File: src/rtl/a20_decode_scheduler.sv
// a20_decode_scheduler
// Time-shares one block_decode_a20 decoder between NUM_CH codeword sources.
// A round-robin arbiter picks a source. The scheduler sends the decoder a
// one-cycle code_length configuration pulse. It then steers exactly
// NUM_SYMBOLS soft symbols from that source into the decoder. The decoded
// bits go out on one AXI-Stream port, tagged with the source channel id.
// A codeword with an illegal code length is consumed and discarded.
//
// Ports:
//   clk, s_axis_aresetn             clock, synchronous active-low reset
//   req_code_length                 per-channel code length (8 bits each)
//   s_axis_tdata/tvalid/tlast/tready per-channel soft-symbol streams
//   dec_code_length(_valid)         decoder configuration
//   dec_s_axis_*                    symbol stream to the decoder
//   dec_m_axis_*                    decoded-bit stream from the decoder
//   m_axis_tdata/tuser/tvalid/tlast/tready  decoded bits with channel id
//   busy, err_len, err_frame        status and error pulses
module a20_decode_scheduler #(
    parameter  int NUM_CH       = 4,
    parameter  int DATA_WIDTH   = 8,
    parameter  int NUM_SYMBOLS  = 20,
    parameter  int MAX_CODE_LEN = 13,
    localparam int CH_W         = $clog2(NUM_CH)
) (
    input  logic                         clk,
    input  logic                         s_axis_aresetn,
    input  logic [NUM_CH*8-1:0]          req_code_length,
    input  logic [NUM_CH*DATA_WIDTH-1:0] s_axis_tdata,
    input  logic [NUM_CH-1:0]            s_axis_tvalid,
    input  logic [NUM_CH-1:0]            s_axis_tlast,
    output logic [NUM_CH-1:0]            s_axis_tready,
    output logic [7:0]                   dec_code_length,
    output logic                         dec_code_length_valid,
    output logic [DATA_WIDTH-1:0]        dec_s_axis_tdata,
    output logic                         dec_s_axis_tvalid,
    output logic                         dec_s_axis_tlast,
    input  logic                         dec_s_axis_tready,
    input  logic                         dec_m_axis_tdata,
    input  logic                         dec_m_axis_tvalid,
    input  logic                         dec_m_axis_tlast,
    output logic                         dec_m_axis_tready,
    output logic                         m_axis_tdata,
    output logic [CH_W-1:0]              m_axis_tuser,
    output logic                         m_axis_tvalid,
    output logic                         m_axis_tlast,
    input  logic                         m_axis_tready,
    output logic                         busy,
    output logic                         err_len,
    output logic                         err_frame
);

    typedef enum logic [2:0] {
        ST_IDLE  = 3'd0,
        ST_CFG   = 3'd1,
        ST_FEED  = 3'd2,
        ST_DRAIN = 3'd3,
        ST_DROP  = 3'd4
    } state_t;

    state_t            state_r, state_s;
    logic [CH_W-1:0]   rr_ptr_r, grant_r, pick_s;
    logic [7:0]        len_r, pick_len_s, dec_code_length_r;
    logic [4:0]        sym_cnt_r;
    logic [3:0]        bit_cnt_r;
    logic              out_done_r, err_len_r, err_frame_r;
    logic              any_req_s, len_ok_s;
    logic              sel_tvalid_s, sel_tlast_s;
    logic [DATA_WIDTH-1:0] sel_tdata_s;
    logic              in_hs_s, out_active_s, out_hs_s, sym_last_s, bit_last_s;
    logic              unused_tlast_s;

    // Fold (ptr + offset) back into the channel range; inputs never exceed 2*NUM_CH-2.
    function automatic logic [CH_W-1:0] ch_wrap(input logic [CH_W:0] v);
        if (v >= (CH_W+1)'(NUM_CH)) begin
            return CH_W'(v - (CH_W+1)'(NUM_CH));
        end else begin
            return CH_W'(v);
        end
    endfunction

    assign unused_tlast_s = dec_m_axis_tlast;

    // Round-robin search: first valid channel at or after the pointer.
    always_comb begin
        any_req_s = 1'b0;
        pick_s    = '0;
        for (int i = 0; i < NUM_CH; i++) begin
            if (!any_req_s && s_axis_tvalid[ch_wrap({1'b0, rr_ptr_r} + (CH_W+1)'(i))]) begin
                any_req_s = 1'b1;
                pick_s    = ch_wrap({1'b0, rr_ptr_r} + (CH_W+1)'(i));
            end else begin
                any_req_s = any_req_s;
            end
        end
    end

    assign pick_len_s   = req_code_length[pick_s*8 +: 8];
    assign len_ok_s     = (pick_len_s >= 8'd1) && (pick_len_s <= 8'(MAX_CODE_LEN));
    assign sel_tvalid_s = s_axis_tvalid[grant_r];
    assign sel_tlast_s  = s_axis_tlast[grant_r];
    assign sel_tdata_s  = s_axis_tdata[grant_r*DATA_WIDTH +: DATA_WIDTH];

    // DROP accepts unconditionally; FEED waits for the decoder.
    assign in_hs_s      = sel_tvalid_s &&
                          (((state_r == ST_FEED) && dec_s_axis_tready) || (state_r == ST_DROP));
    // Once len bits are out, stop passing decoder output.
    assign out_active_s = ((state_r == ST_FEED) || (state_r == ST_DRAIN)) && !out_done_r;
    assign out_hs_s     = out_active_s && dec_m_axis_tvalid && m_axis_tready;
    assign sym_last_s   = (sym_cnt_r == 5'(NUM_SYMBOLS - 1));
    assign bit_last_s   = ({4'd0, bit_cnt_r} == (len_r - 8'd1));

    // Next-state logic.
    always_comb begin
        state_s = state_r;
        case (state_r)
            ST_IDLE: begin
                if (any_req_s) begin
                    state_s = len_ok_s ? ST_CFG : ST_DROP;
                end else begin
                    state_s = ST_IDLE;
                end
            end
            ST_CFG:  state_s = ST_FEED;
            ST_FEED: begin
                if (in_hs_s && sym_last_s) begin
                    state_s = ST_DRAIN;
                end else begin
                    state_s = ST_FEED;
                end
            end
            // out_done_r covers a decoder that finished early, while still in FEED.
            ST_DRAIN: begin
                if (out_done_r || (out_hs_s && bit_last_s)) begin
                    state_s = ST_IDLE;
                end else begin
                    state_s = ST_DRAIN;
                end
            end
            ST_DROP: begin
                if (in_hs_s && sym_last_s) begin
                    state_s = ST_IDLE;
                end else begin
                    state_s = ST_DROP;
                end
            end
            default: state_s = ST_IDLE;
        endcase
    end

    // Upstream ready: only the granted channel, gated by the decoder in FEED.
    always_comb begin
        s_axis_tready = '0;
        for (int c = 0; c < NUM_CH; c++) begin
            if (CH_W'(c) == grant_r) begin
                if (state_r == ST_FEED) begin
                    s_axis_tready[c] = dec_s_axis_tready;
                end else if (state_r == ST_DROP) begin
                    s_axis_tready[c] = 1'b1;
                end else begin
                    s_axis_tready[c] = 1'b0;
                end
            end else begin
                s_axis_tready[c] = 1'b0;
            end
        end
    end

    assign dec_code_length       = dec_code_length_r;
    assign dec_code_length_valid = (state_r == ST_CFG);
    assign dec_s_axis_tdata      = (state_r == ST_FEED) ? sel_tdata_s : '0;
    assign dec_s_axis_tvalid     = (state_r == ST_FEED) && sel_tvalid_s;
    assign dec_s_axis_tlast      = (state_r == ST_FEED) && sym_last_s;
    assign dec_m_axis_tready     = out_active_s && m_axis_tready;
    assign m_axis_tdata          = out_active_s && dec_m_axis_tdata;
    assign m_axis_tuser          = grant_r;
    assign m_axis_tvalid         = out_active_s && dec_m_axis_tvalid;
    assign m_axis_tlast          = out_active_s && bit_last_s;
    assign busy                  = (state_r != ST_IDLE);
    assign err_len               = err_len_r;
    assign err_frame             = err_frame_r;

    // State, grant bookkeeping, counters and error pulses.
    always_ff @(posedge clk) begin
        if (!s_axis_aresetn) begin
            state_r           <= ST_IDLE;
            rr_ptr_r          <= '0;
            grant_r           <= '0;
            len_r             <= 8'd0;
            dec_code_length_r <= 8'd0;
            sym_cnt_r         <= 5'd0;
            bit_cnt_r         <= 4'd0;
            out_done_r        <= 1'b0;
            err_len_r         <= 1'b0;
            err_frame_r       <= 1'b0;
        end else begin
            state_r     <= state_s;
            err_len_r   <= 1'b0;
            err_frame_r <= in_hs_s && (sel_tlast_s != sym_last_s);
            if ((state_r == ST_IDLE) && any_req_s) begin
                grant_r    <= pick_s;
                len_r      <= pick_len_s;
                rr_ptr_r   <= ch_wrap({1'b0, pick_s} + (CH_W+1)'(1));
                sym_cnt_r  <= 5'd0;
                bit_cnt_r  <= 4'd0;
                out_done_r <= 1'b0;
                err_len_r  <= !len_ok_s;
                if (len_ok_s) begin
                    dec_code_length_r <= pick_len_s;
                end
            end else begin
                if (in_hs_s) begin
                    sym_cnt_r <= sym_last_s ? 5'd0 : sym_cnt_r + 5'd1;
                end
                if (out_hs_s) begin
                    bit_cnt_r <= bit_cnt_r + 4'd1;
                    if (bit_last_s) begin
                        out_done_r <= 1'b1;
                    end
                end
            end
        end
    end

endmodule

File: config.mk
export PLATFORM = sky130hd
export DESIGN_NAME = a20_decode_scheduler
export DESIGN_NICKNAME = d
export VERILOG_FILES = /design/src/rtl/a20_decode_scheduler.sv
export SDC_FILE = /design/constraint.sdc
export NUM_CORES = 1
export LEC_CHECK = 0
export ABC_AREA = 1
export CAP_MARGIN = 30
export CORE_ASPECT_RATIO = 0.7
export CORE_MARGIN = 5
export CORE_UTILIZATION = 48
export CTS_BUF_LIST = sky130_fd_sc_hd__clkbuf_4 sky130_fd_sc_hd__clkbuf_8
export CTS_CLUSTER_SIZE = 28
export DETAILED_ROUTE_END_ITERATION = 7
export PLACE_DENSITY = 0.88
export REMOVE_ABC_BUFFERS = 1
export SYNTH_ARGS = -nofsm -noshare
export SYNTH_HDL_FRONTEND = slang
export SYNTH_SLANG_ARGS = --single-unit
File: constraint.sdc
create_clock -name clk -period 3.2 [get_ports clk]
set_input_delay 0.64 -clock clk [delete_from_list [all_inputs] [get_ports clk]]
set_output_delay 0.64 -clock clk [all_outputs]
set_load 0.02 [all_outputs]
congestion.png
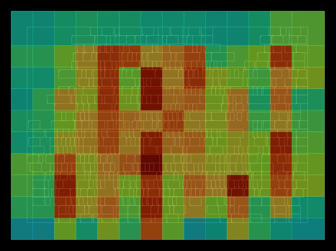
post-DR wirelength/cell: 14.02 um
grt met1 use: 0.2687

clk_routes.png
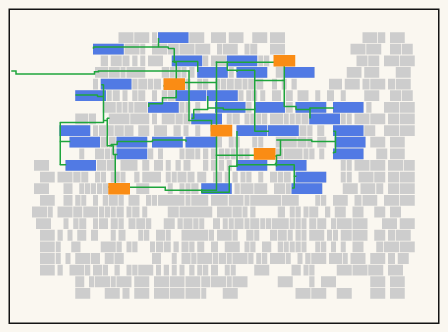
- blue: flip-flops (count 35)
- green: clock wires (length 441 um)
- orange: clock drivers (count 5)
- routed clock nets: 6

wires.png
Two of the layers only.
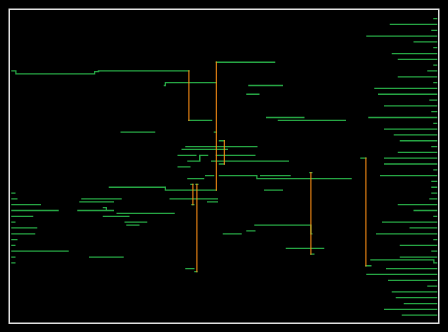
- green: metal 3 (wire length 806 um)
- orange: metal 4 (wire length 116 um)

==> deck_impl_summary.md <==
Run Summary

Synth
  • Chip area in the Yosys report: 2729 sq um
  • Post-synth seq share: 0.2568
  • Post-synth top cells: nand2_1 (93), inv_1 (72), nor2_1 (50)
  • Mux share: 0
  • Top-count cell post-synth: nand2_1
  • #FFs+latches synth: 35
  • Post-Synthesis Mean Instance Area: 6.361 sq um
  • XOR Share, Synth: 0.02889
  • Basic Gates by Area: 0.4149
  • Synth area leaders: dfxtp_1 (26%), nand2_1 (13%), inv_1 (9.9%), nor2_1 (6.9%), nand3_1 (5.1%)

Clock tree
  • Clk pin slew, worst setup/hold paths: 70 ps
  • Late-Pin Clk Latency: 290 ps
  • PostCTS Resize Cnt: 0
  • CTS root buf: clkbuf_8
  • Total CTS buffers: 5
  • Number of setup buffers added after CTS: 0

STA
  • Final period util: 0.9562
  • Setup TNS: 0 ps
  • Final Setup Violations: 0
  • FMAX: 326.8 MHz
  • Fin. max-slew vios: 0
  • Fin crit period: 3060 ps

Power and ir drop
  • Pwr Total: 3.287 mW
  • Max power group: combinational cells
  • Clock power frac: 0.109
  • Clk pwr: 0.357 mW
  • Internal: 1.550 mW
  • Seq pwr share: 0.189
  • Sequential power: 0.622 mW

Placement
  • Gpl congestion: 0.8801
  • Post-DP HPWL: 6889 um
  • Port bufs: 109

Die
  • Die Wd: 100.1 um

Critical path
  • R2R Setup Slk: 440 ps
  • CP bufs+invs: 2
  • Slowest CP cell: clkdlybuf4s50_1
  • R2R Path Start: rr_ptr_r[0]
  • CP startpoint: len_r[0]
  • Crit path max-delay family: buffers and inverters

Worst hold path
  • Worst hold endpoint: dec_code_length[4]
  • Hold Path Cell Cnt: 2

Layout
  • Share of cells above drive strength 1: 0.09427
  • Top cells excl fill/tap: clkdlybuf4s50_1 (109), nand2_1 (93), inv_1 (72), nor2_1 (50), dfxtp_1 (35)
  • # nets final: 622

Flow run
  • Stage-log warning count: 26

Drt
  • Antenna Violating Nets Remaining: 0
  • Via count: 3268

Status
  • Outcome: complete, no violations
io_placement.png
Pins as bars across the die edge, other pins in gray.
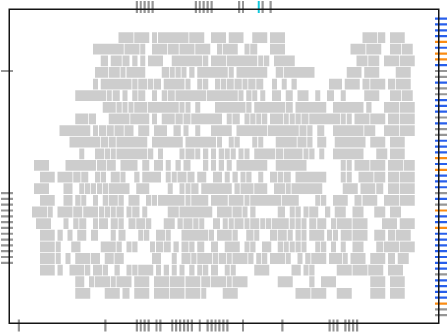
- blue: `s_axis_tdata` (pins 32; direction input; edge right)
- orange: `dec_s_axis_tdata` (pins 8; direction output; edge right)
- cyan: `s_axis_aresetn` (pins 1; direction input; edge top)
- all pins by edge: 52 right, 30 bottom, 15 top, 14 left

placement_by_type.png
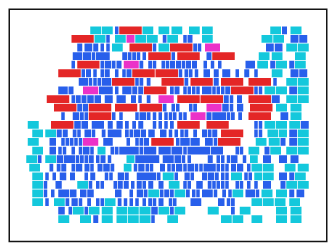
- magenta: clock drivers and dummy loads (cells 8; share of their area 2.7%)
- blue: combinational and other logic (cells 383; share of their area 50%)
- red: sequential cells (cells 35; share of their area 18%)
- cyan: remaining buffers and delay cells (cells 115; share of their area 29%)
standard-cell row count: 23
final core occ: 0.7081
Core Box Area: 5612 sq um
post-route cell area: 3974 sq um

## state kept, by name (all words and copies together), names as in the netlist
| register | count |
|---|---|
| dec_code_length | 8 |
| len_r | 8 |
| sym_cnt_r | 5 |
| bit_cnt_r | 4 |
| state_r | 3 |
| m_axis_tuser | 2 |
| rr_ptr_r | 2 |
| err_frame | 1 |
| err_len | 1 |
| out_done_r | 1 |
## metal layers
metal / share of wire / GRT usage / vias up
met3: 0.093 / 0.06399 / 17
li1: - / - / 1616
met1: 0.41 / 0.2687 / 1486
met4: 0.013 / 0.05381 / 0
met5: 0 / 0 / -
met2: 0.49 / 0.4339 / 149
## layout make-up
class	instances	area (sq um)
tap	75	93.84
clock inverter	1	7.507
timing repair buffer	115	1136
clock buffer	7	96.34
multi-input combinational	301	1619
fill	467	1638
inverter	82	320.3
sequential	35	700.7
Power figures rest on the tool's default switching activity, not on a simulated workload.
